`src/rtl/serial_add_ctrl.sv`:
```
// Bit-serial adder controller: one full-adder slice (two half_add + carry OR) processes
// one bit per clock, LSB first. Optional subtract mode is enabled by defining SERIAL_ADD_SUB_EN.

module half_add (
   input  logic a,
   input  logic b,
   output logic s,
   output logic c
);
   assign s = a ^ b;
   assign c = a & b;
endmodule

module serial_add_ctrl #(
   parameter int width_p = 8
) (
   input  logic               clk_i,
   input  logic               reset_i,
   input  logic               valid_i,
   output logic               ready_o,
   input  logic [width_p-1:0] a_i,
   input  logic [width_p-1:0] b_i,
`ifdef SERIAL_ADD_SUB_EN
   input  logic               sub_i,
`endif
   output logic               valid_o,
   input  logic               ready_i,
   output logic [width_p-1:0] sum_o,
   output logic               carry_o
);

   localparam int cnt_w_p = (width_p > 1) ? $clog2(width_p) : 1;
   localparam logic [cnt_w_p-1:0] last_cnt_p = cnt_w_p'(width_p - 1);

   typedef enum logic [1:0] {IDLE, RUN, DONE} state_e;

   state_e               state_q, state_d;
   logic [width_p-1:0]   a_q, b_q, sum_q, sum_next;
   logic [cnt_w_p-1:0]   cnt_q;
   logic                 carry_q, carry_out_q;
   logic                 accept, last_bit;
   logic                 init_carry, b_bit;
   logic                 ha0_s, ha0_c, ha1_s, ha1_c, slice_c;

`ifdef SERIAL_ADD_SUB_EN
   logic sub_q;
   // Subtraction is A + ~B + 1: invert B into the slice and seed the carry with 1.
   assign init_carry = sub_i;
   assign b_bit      = b_q[0] ^ sub_q;
`else
   assign init_carry = 1'b0;
   assign b_bit      = b_q[0];
`endif

   half_add u_ha0 (.a(a_q[0]), .b(b_bit),   .s(ha0_s), .c(ha0_c));
   half_add u_ha1 (.a(ha0_s),  .b(carry_q), .s(ha1_s), .c(ha1_c));
   assign slice_c = ha0_c | ha1_c;

   generate
      if (width_p == 1) begin : g_sum_w1
         assign sum_next = ha1_s;
      end else begin : g_sum_wn
         assign sum_next = {ha1_s, sum_q[width_p-1:1]};
      end
   endgenerate

   assign ready_o = (state_q == IDLE);
   assign valid_o = (state_q == DONE);
   assign sum_o   = sum_q;
   assign carry_o = carry_out_q;

   always_comb begin
      state_d  = state_q;
      accept   = 1'b0;
      last_bit = (cnt_q == last_cnt_p);
      unique case (state_q)
         IDLE: if (valid_i) begin
            accept  = 1'b1;
            state_d = RUN;
         end
         RUN:  if (last_bit) state_d = DONE;
         DONE: if (ready_i) state_d = IDLE;
         default: state_d = IDLE;
      endcase
   end

   always_ff @(posedge clk_i or posedge reset_i) begin
      if (reset_i) begin
         state_q     <= IDLE;
         a_q         <= '0;
         b_q         <= '0;
         sum_q       <= '0;
         cnt_q       <= '0;
         carry_q     <= 1'b0;
         carry_out_q <= 1'b0;
`ifdef SERIAL_ADD_SUB_EN
         sub_q       <= 1'b0;
`endif
      end else begin
         state_q <= state_d;
         if (accept) begin
            a_q     <= a_i;
            b_q     <= b_i;
            carry_q <= init_carry;
            cnt_q   <= '0;
`ifdef SERIAL_ADD_SUB_EN
            sub_q   <= sub_i;
`endif
         end else if (state_q == RUN) begin
            a_q     <= a_q >> 1;
            b_q     <= b_q >> 1;
            sum_q   <= sum_next;
            carry_q <= slice_c;
            // Counter saturates at the last bit; the final carry becomes the result carry.
            if (last_bit) carry_out_q <= slice_c;
            else          cnt_q       <= cnt_q + cnt_w_p'(1);
         end
      end
   end

endmodule

```
`config.mk`:
```
export PLATFORM = sky130hd
export DESIGN_NAME = serial_add_ctrl
export DESIGN_NICKNAME = d
export VERILOG_FILES = /design/src/rtl/serial_add_ctrl.sv
export SDC_FILE = /design/constraint.sdc
export NUM_CORES = 1
export LEC_CHECK = 0
export CAP_MARGIN = 5
export CELL_PAD_IN_SITES_DETAIL_PLACEMENT = 1
export CELL_PAD_IN_SITES_GLOBAL_PLACEMENT = 1
export CORE_ASPECT_RATIO = 1.2
export CORE_MARGIN = 1
export CORE_UTILIZATION = 35
export CTS_CLUSTER_SIZE = 25
export DETAILED_ROUTE_END_ITERATION = 12
export GPL_TIMING_DRIVEN = 0
export PLACE_DENSITY_LB_ADDON = 0.1
export SLEW_MARGIN = 5
export SYNTH_ARGS = -nofsm -noshare
export SYNTH_HDL_FRONTEND = slang
export SYNTH_SLANG_ARGS = --single-unit
```
`constraint.sdc`:
```
create_clock -name clk_i -period 1.7 [get_ports clk_i]
set_input_delay 0.255 -clock clk_i [delete_from_list [all_inputs] [get_ports clk_i]]
set_output_delay 0.255 -clock clk_i [all_outputs]
set_load 0.02 [all_outputs]
```
Fig. 1: cell sizes after repair
Drawn at 4 px/um.
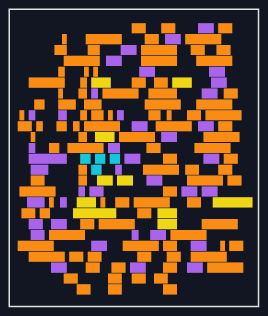
Key: yellow = x6 and larger [cells 10]; purple = x2 [cells 39]; orange = x1 and smaller [cells 102]; cyan = x3 and x4 [cells 4]
Non-clk bufs: 43
fin worst setup slack: 0.158 ns
Layout area overhead: 33.7%
fin area: 2020 sq um

Fig. 2: M3 wires
Drawn at 4 px/um.
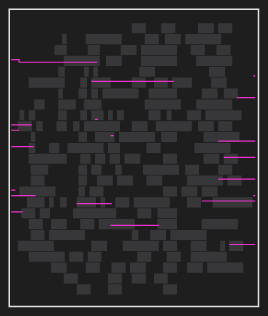
The wires run mostly horizontal. 16 nets have wire on it. The longest straight run is 20.2 um.

==> impl_metrics.env <==
# implementation run metrics
export IMPL_n_all_inverters=6
export IMPL_syn_nets=138
export IMPL_dp_slack_ns=-0.0802
export IMPL_grt_max_degree=32
export IMPL_ant_nets=0
export IMPL_placed_cells=198
export IMPL_place_hpwl_mm=2.49
export IMPL_top_area_cell="dfrtp_1"
export IMPL_p_int_mw=2.48
export IMPL_die_x_um=61.9
export IMPL_ys_types=28
export IMPL_worstPathArrival_ns=1.71
export IMPL_hold_viol=0
export IMPL_timing_rr_start="state_q[0]"
export IMPL_power_switching_mw=1.23
export IMPL_die_h_um=73.9
export IMPL_final_nonclk_buf_share_pct=19.5
export IMPL_well_tap_count=54
export IMPL_root_buffer="clkbuf_8"
export IMPL_io_pins=31
export IMPL_n_antenna_cell=0
export IMPL_largest_class="flip-flops and latches"
export IMPL_status="completed"
export IMPL_synth_top_cell_area_share_pct=51.4
export IMPL_fp_util_pct=37.4
export IMPL_coreArea_sq_um=4040
export IMPL_warning_count=26
export IMPL_cts_htree_levels=2
export IMPL_hp_class="input port to async pin"
export IMPL_cp_slowest_cell="or4b_1"
export IMPL_syn_area_sq_um=1510
export IMPL_p_seq_mw=1.33
Fig. 3: placement view
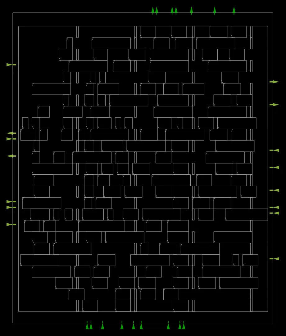
fin cells: 209
Seq/total area: 38.5%
Cell Rows: 25

[synthesized netlist by cell type]
| library cell | number |
|---|---|
| clkbuf_2 | 2 |
| nand2b_1 | 4 |
| o2bb2ai_1 | 1 |
| nand2_1 | 2 |
| and4bb_2 | 2 |
| o21ba_2 | 1 |
| or4b_1 | 14 |
| clkbuf_1 | 2 |
| nor3b_1 | 2 |
| nand3_1 | 3 |
| inv_1 | 6 |
| or2_2 | 1 |
| a21oi_1 | 1 |
| o221a_2 | 14 |
| nand3b_1 | 1 |
| nor2_1 | 1 |
| a211o_2 | 2 |
| mux2_2 | 9 |
| buf_4 | 2 |
| o21ai_0 | 1 |
| and2b_2 | 1 |
| or2b_1 | 1 |
| dfrtp_1 | 31 |
| ha_1 | 2 |
| fa_1 | 1 |
| o221ai_1 | 3 |
| buf_2 | 3 |
| buf_6 | 2 |
[kinds of logic (layout without fill, tap and decap cells)]
group	Yosys count	in the layout	synth area share [%]
compound gates	23	23	15.4
fa+ha+maj	3	3	2.98
buf+inv	17	57	6.14
flops	31	31	51.4
mux	9	9	6.72
simple gates	32	32	17.3
[per-stage QoR]
| stage | hold WS, ns | setup TNS, ns | cell area (sq um) | utilization, % |
|---|---|---|---|---|
| after CTS | 0.374 | 0 | 2000 | 49.5 |
| after global routing | 0.261 | 0 | 2020 | 50.0 |
| after detailed placement | 0.507 | -0.275 | 1870 | 46.3 |
| final | 0.238 | 0 | 2020 | 50.0 |
| after global placement | 0.489 | -0.0955 | 1870 | 46.3 |
| after floorplan | 0.359 | 0 | 1510 | - |
[what timing repair did]
action | 4_1_cts | 5_1_grt
hold buffers | 0 | 0
setup buffers | 1 | 1
resized | 7 | 2
endpoints found under the setup margin | 2 | 2
